[src/rtl/d_cache_if.sv]
// CPU-side and memory-side bus of the data cache.
// The slave modport is the cache itself; master is the CPU/memory environment.
interface d_cache_if #(
  parameter int FETCH_SIZE = 64
);
  logic                  d_readC;
  logic                  d_writeC;
  logic [15:0]           d_addressC;
  logic [15:0]           d_wdataC;
  logic [15:0]           d_rdataC;
  logic                  d_readyC;
  logic                  invalidate;
  logic                  d_readM;
  logic                  d_writeM;
  logic [15:0]           d_addressM;
  logic [15:0]           d_wdataM;
  logic [FETCH_SIZE-1:0] d_rdataM;
  logic                  d_cache_hit;
  logic [15:0]           hit_count;
  logic [15:0]           miss_count;

  modport slave (
    input  d_readC, d_writeC, d_addressC, d_wdataC, invalidate, d_rdataM,
    output d_rdataC, d_readyC, d_readM, d_writeM, d_addressM, d_wdataM,
           d_cache_hit, hit_count, miss_count
  );

  modport master (
    output d_readC, d_writeC, d_addressC, d_wdataC, invalidate, d_rdataM,
    input  d_rdataC, d_readyC, d_readM, d_writeM, d_addressM, d_wdataM,
           d_cache_hit, hit_count, miss_count
  );
endinterface

[src/rtl/d_cache.sv]
// Direct-mapped 4x4-word write-through, no-write-allocate data cache.
// reset_n is active-high despite its name (the legacy port name is kept).
module d_cache #(
  parameter int MEM_LATENCY = 4,
  parameter int FETCH_SIZE  = 64
) (
  input logic       clk,
  input logic       reset_n,
  d_cache_if.slave  bus
);
  typedef enum logic [1:0] {IDLE, COMPARE, FILL, WRITE} state_t;

  localparam int CntW = (MEM_LATENCY > 1) ? $clog2(MEM_LATENCY) : 1;
  localparam logic [CntW-1:0] LastCnt = CntW'(MEM_LATENCY - 1);

  state_t          state, nextState;
  logic            isWrite;
  logic            fillDone;
  logic [15:0]     addrLat;
  logic [15:0]     wdataLat;
  logic [CntW-1:0] latCnt;
  logic [3:0]      valid;
  logic [15:0]     hitCount;
  logic [15:0]     missCount;
  logic [11:0]     tagArr  [4];
  logic [15:0]     dataArr [4][4];

  logic [11:0] tag;
  logic [1:0]  index;
  logic [1:0]  offset;
  logic        hit;
  logic        lastCycle;

  assign tag       = addrLat[15:4];
  assign index     = addrLat[3:2];
  assign offset    = addrLat[1:0];
  assign hit       = valid[index] && (tagArr[index] == tag);
  assign lastCycle = (latCnt == LastCnt);

  assign bus.hit_count  = hitCount;
  assign bus.miss_count = missCount;

  // NOTE: every output gets a default first so no path through the case infers a latch.
  always_comb begin
    nextState       = state;
    bus.d_rdataC    = '0;
    bus.d_readyC    = 1'b0;
    bus.d_cache_hit = 1'b0;
    bus.d_readM     = 1'b0;
    bus.d_writeM    = 1'b0;
    bus.d_addressM  = '0;
    bus.d_wdataM    = '0;
    unique case (state)
      IDLE: begin
        if (bus.d_writeC || bus.d_readC) nextState = COMPARE;
      end
      COMPARE: begin
        if (isWrite) begin
          nextState = WRITE;
        end else if (hit) begin
          bus.d_readyC    = 1'b1;
          bus.d_rdataC    = dataArr[index][offset];
          bus.d_cache_hit = !fillDone;
          nextState       = IDLE;
        end else begin
          nextState = FILL;
        end
      end
      FILL: begin
        bus.d_readM    = 1'b1;
        bus.d_addressM = {tag, index, 2'b00};
        if (lastCycle) nextState = COMPARE;
      end
      WRITE: begin
        bus.d_writeM   = 1'b1;
        bus.d_addressM = addrLat;
        bus.d_wdataM   = wdataLat;
        if (lastCycle) begin
          bus.d_readyC = 1'b1;
          nextState    = IDLE;
        end
      end
      default: nextState = IDLE;
    endcase
  end

  // NOTE: sequential state uses non-blocking assignments so every flop samples pre-edge values.
  always_ff @(posedge clk or posedge reset_n) begin
    if (reset_n) begin
      state     <= IDLE;
      isWrite   <= 1'b0;
      fillDone  <= 1'b0;
      addrLat   <= '0;
      wdataLat  <= '0;
      latCnt    <= '0;
      valid     <= '0;
      hitCount  <= '0;
      missCount <= '0;
    end else begin
      state <= nextState;
      unique case (state)
        IDLE: begin
          if (bus.invalidate) valid <= '0;
          if (bus.d_writeC) begin
            isWrite  <= 1'b1;
            addrLat  <= bus.d_addressC;
            wdataLat <= bus.d_wdataC;
            fillDone <= 1'b0;
          end else if (bus.d_readC) begin
            isWrite  <= 1'b0;
            addrLat  <= bus.d_addressC;
            fillDone <= 1'b0;
          end
        end
        COMPARE: begin
          if (!isWrite) begin
            // The re-lookup after a fill completes the miss; it is not a new hit.
            if (hit && !fillDone) hitCount <= hitCount + 16'd1;
            if (!hit)             missCount <= missCount + 16'd1;
          end
        end
        FILL: begin
          latCnt <= lastCycle ? '0 : latCnt + 1'b1;
          if (lastCycle) begin
            valid[index] <= 1'b1;
            fillDone     <= 1'b1;
          end
        end
        WRITE: begin
          latCnt <= lastCycle ? '0 : latCnt + 1'b1;
        end
        default: ;
      endcase
    end
  end

  // NOTE: tag/data storage has no reset; the valid bits alone decide whether it is used.
  always_ff @(posedge clk) begin
    if (state == COMPARE && isWrite && hit) begin
      dataArr[index][offset] <= wdataLat;
    end
    if (state == FILL && lastCycle) begin
      tagArr[index] <= tag;
      for (int k = 0; k < 4; k++) begin
        dataArr[index][k] <= bus.d_rdataM[16*k +: 16];
      end
    end
  end
endmodule

[src/flat_wrapper.sv]
// flat-port wrapper written by rule: the top's interface ports become plain ports
module d_cache_flat 
#(
  parameter int MEM_LATENCY = 4,
  parameter int FETCH_SIZE  = 64
)
  (clk, reset_n, bus_d_readC, bus_d_writeC, bus_d_addressC, bus_d_wdataC, bus_invalidate, bus_d_rdataM, bus_d_rdataC, bus_d_readyC, bus_d_readM, bus_d_writeM, bus_d_addressM, bus_d_wdataM, bus_d_cache_hit, bus_hit_count, bus_miss_count);
  d_cache_if #(.FETCH_SIZE(FETCH_SIZE)) bus_i ();
  input logic clk;
  input logic reset_n;
  input wire logic [$bits(bus_i.d_readC)-1:0] bus_d_readC;
  input wire logic [$bits(bus_i.d_writeC)-1:0] bus_d_writeC;
  input wire logic [$bits(bus_i.d_addressC)-1:0] bus_d_addressC;
  input wire logic [$bits(bus_i.d_wdataC)-1:0] bus_d_wdataC;
  input wire logic [$bits(bus_i.invalidate)-1:0] bus_invalidate;
  input wire logic [$bits(bus_i.d_rdataM)-1:0] bus_d_rdataM;
  output wire logic [$bits(bus_i.d_rdataC)-1:0] bus_d_rdataC;
  output wire logic [$bits(bus_i.d_readyC)-1:0] bus_d_readyC;
  output wire logic [$bits(bus_i.d_readM)-1:0] bus_d_readM;
  output wire logic [$bits(bus_i.d_writeM)-1:0] bus_d_writeM;
  output wire logic [$bits(bus_i.d_addressM)-1:0] bus_d_addressM;
  output wire logic [$bits(bus_i.d_wdataM)-1:0] bus_d_wdataM;
  output wire logic [$bits(bus_i.d_cache_hit)-1:0] bus_d_cache_hit;
  output wire logic [$bits(bus_i.hit_count)-1:0] bus_hit_count;
  output wire logic [$bits(bus_i.miss_count)-1:0] bus_miss_count;
  assign bus_i.d_readC = bus_d_readC;
  assign bus_i.d_writeC = bus_d_writeC;
  assign bus_i.d_addressC = bus_d_addressC;
  assign bus_i.d_wdataC = bus_d_wdataC;
  assign bus_i.invalidate = bus_invalidate;
  assign bus_i.d_rdataM = bus_d_rdataM;
  assign bus_d_rdataC = bus_i.d_rdataC;
  assign bus_d_readyC = bus_i.d_readyC;
  assign bus_d_readM = bus_i.d_readM;
  assign bus_d_writeM = bus_i.d_writeM;
  assign bus_d_addressM = bus_i.d_addressM;
  assign bus_d_wdataM = bus_i.d_wdataM;
  assign bus_d_cache_hit = bus_i.d_cache_hit;
  assign bus_hit_count = bus_i.hit_count;
  assign bus_miss_count = bus_i.miss_count;
  d_cache #(.MEM_LATENCY(MEM_LATENCY), .FETCH_SIZE(FETCH_SIZE)) u_core (.clk(clk), .reset_n(reset_n), .bus(bus_i));
endmodule
[config.mk]
export PLATFORM = sky130hd
export DESIGN_NAME = d_cache_flat
export DESIGN_NICKNAME = d
export VERILOG_FILES = /design/src/rtl/d_cache_if.sv /design/src/rtl/d_cache.sv /design/src/flat_wrapper.sv
export SDC_FILE = /design/constraint.sdc
export NUM_CORES = 1
export LEC_CHECK = 0
export CELL_PAD_IN_SITES_DETAIL_PLACEMENT = 1
export CELL_PAD_IN_SITES_GLOBAL_PLACEMENT = 1
export CORE_ASPECT_RATIO = 0.5
export CORE_MARGIN = 5
export CORE_UTILIZATION = 28
export DETAILED_ROUTE_END_ITERATION = 8
export PLACE_DENSITY_LB_ADDON = 0.1
export SLEW_MARGIN = 20
export SYNTH_ARGS = -nofsm -noshare
export SYNTH_HDL_FRONTEND = slang
export SYNTH_SLANG_ARGS = --single-unit
[constraint.sdc]
create_clock -name clk -period 3.53 [get_ports clk]
set_input_delay 1.059 -clock clk [delete_from_list [all_inputs] [get_ports clk]]
set_output_delay 1.059 -clock clk [all_outputs]
set_load 0.005 [all_outputs]
==> images/met4.png <==
Drawn at 2 px/um. Supply wires on this layer in grey.
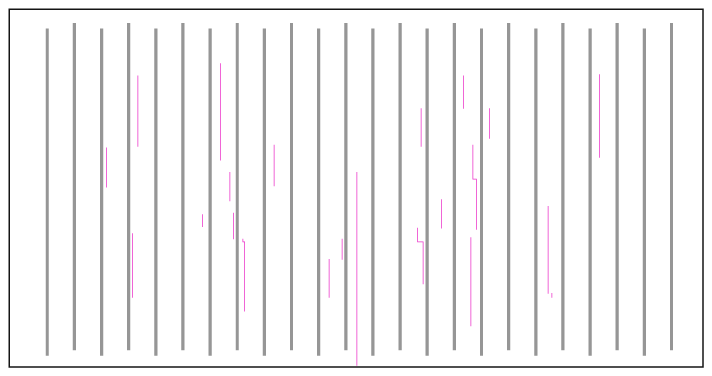
The layer carries 622 um of wire. The wires run mostly vertical. The longest straight run is 96.6 um. The layer holds 1.2% of the routed length.

==> images/metal_stack.png <==
Drawn at 2 px/um. Two of the layers only.
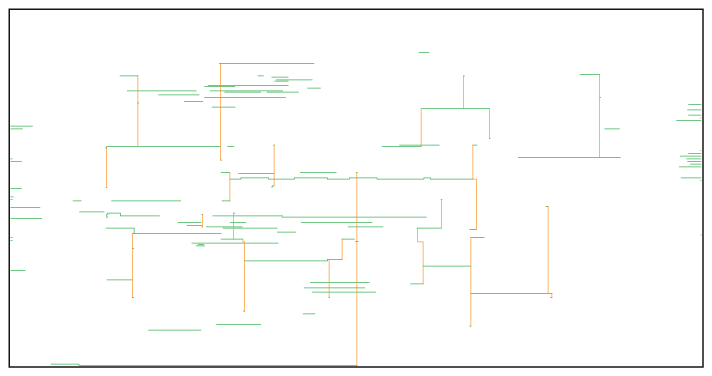
met3: in green, wire length 1,790 um. met4: in orange, wire length 622 um.
Post-Route WL: 50.8 mm
vias post-DR: 9,577

==> images/met1.png <==
Drawn at 2 px/um. Supply wires on this layer in grey.
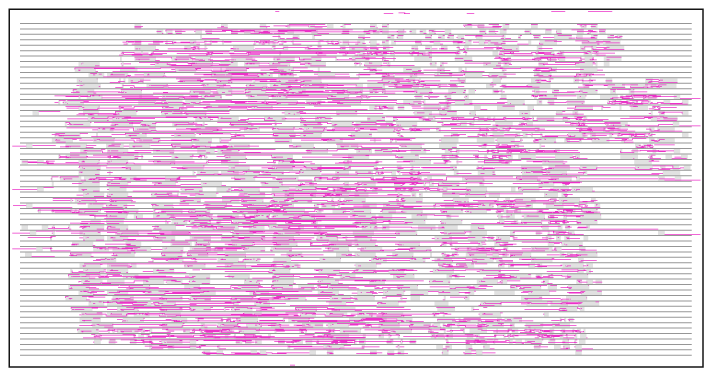
The layer carries 22.6 mm of wire. The layer holds 44% of the routed length. 1,296 nets have wire on it. The wires run mostly horizontal. The longest straight run is 110 um.

==> images/final_congestion.png <==
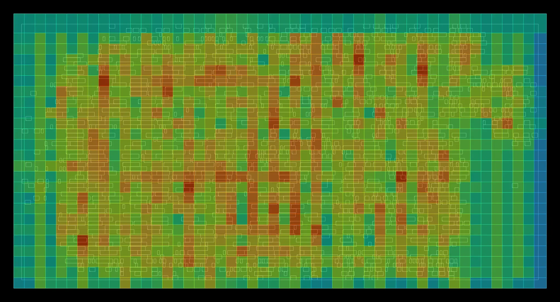
busiest grt layer: met2
wire length per cell after detailed routing: 24.9 um
final core utilization: 37.1%
GR met2 Demand/Resource: 29.1%
met3 capacity usage during global routing: 2.23%

==> images/registers.png <==
Drawn at 2 px/um.
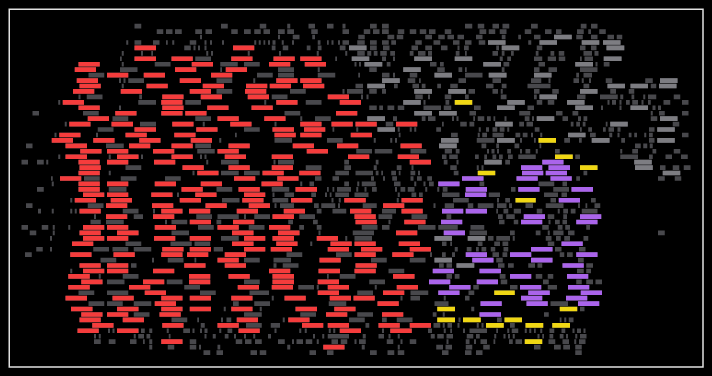
`u_core.addrLat`: in yellow, flops 16. `u_core.tagArr`: in purple, flops 48. `u_core.dataArr`: in red, flops 256.
Another 58 sequential cells are not coloured.

==> results.yml <==
# physical design summary
setup_path:
  crit_family: "simple AND/OR/NAND/NOR gates"
  worst_setup_start_kind: "flop"
  path_max_fanout: 5
  reg2reg_depth: 10
  cp_data_required_time_ps: 2470
  timing.critical_path.from: "u_core.addrLat[2]$_DFFE_PP0P_"
  reg2reg_setup_slack_ps: 240
global_route:
  antenna_found_initial: 0
  via_count_of_the_first_global_routing_pass: 10800
  globalRouteMet1Util_pct: 21.9
  globalRoute.totalOverflow: 0
layout:
  final-comb-area_um2: 4710
  share_of_cells_above_drive_strength_1_pct: 24.0
  num_antenna_cells: 0
  layout.cells.most_common: "sky130_fd_sc_hd__edfxtp_1"
  final_cell_mix: "304 x sky130_fd_sc_hd__edfxtp_1, 212 x sky130_fd_sc_hd__nand2_1, 166 x sky130_fd_sc_hd__clkdlybuf4s50_1"
outcome:
  run_status: "complete, but fails checks"
  failing_checks: "setup timing"
power_and_ir_drop:
  dominant_power_group: "sequential cells"
  cellPowerDensity_nw_per_um2: 793
  leakage_nw: 7.51
  pwr-share-seq_pct: 39.0
  clock_net_power_mw: 4.14
die:
  floorplan.die.width_um: 346
  std_cell_rows: 61
  initial_util_pct: 28.4
clock_tree:
  cts-htree-levels: 2
  cts_bufs_inserted: 37
  tritoncts: "yes"
  numClockSinks: 378
  clock-root-buffer: "sky130_fd_sc_hd__clkbuf_16"
  clk-insertion-delay-late_ps: 540
final_timing:
  setup-violations-final: 18
  hold_slack_ps: 465
  timing.final.ws_setup_ps: -839
  final_period_minus_worst_setup_slack_ps: 4370
  max-slew-margin-rel_pct: 58.7
logic_synthesis:
  synthesis.yosys.warnings: 0
  yosys_area_um2: 15800
  ys_cells: 992
drt:
  dr.max_layer_used: "met4"
  post_drt_antenna_nets: 0
  via_per_inst: 4.69
[cell type report]
cell class	instances	share of cell area, %
Sequential cell	378	53.2
Multi-Input combinational cell	556	22.8
Timing Repair Buffer	281	13.3
Clock buffer	46	4.84
Tap cell	756	4.58
Clock inverter	21	1.22
Inverter	4	0.0787
[cell families after synthesis]
| group | share of synthesized area [%] |
|---|---|
| flip-flops | 69.4 |
| AND/OR/NAND/NOR | 10.8 |
| multiplexers | 14.4 |
| buffers and inverters | 1.56 |
| XOR/XNOR | 2.82 |
| AND-OR/OR-AND | 0.815 |
| adder cells (fa/ha/maj) | 0.237 |
[timing repair]
item | 4_1_cts | 5_1_grt
gates resized | 99 | 6
endpoints found under the setup margin | 18 | 18
pin swaps | 4 | 3
gates cloned | 2 | 0
buffers inserted | 14 | 4
endpoints found under the hold margin | 0 | 0
Power figures rest on the tool's default switching activity, not on a simulated workload.
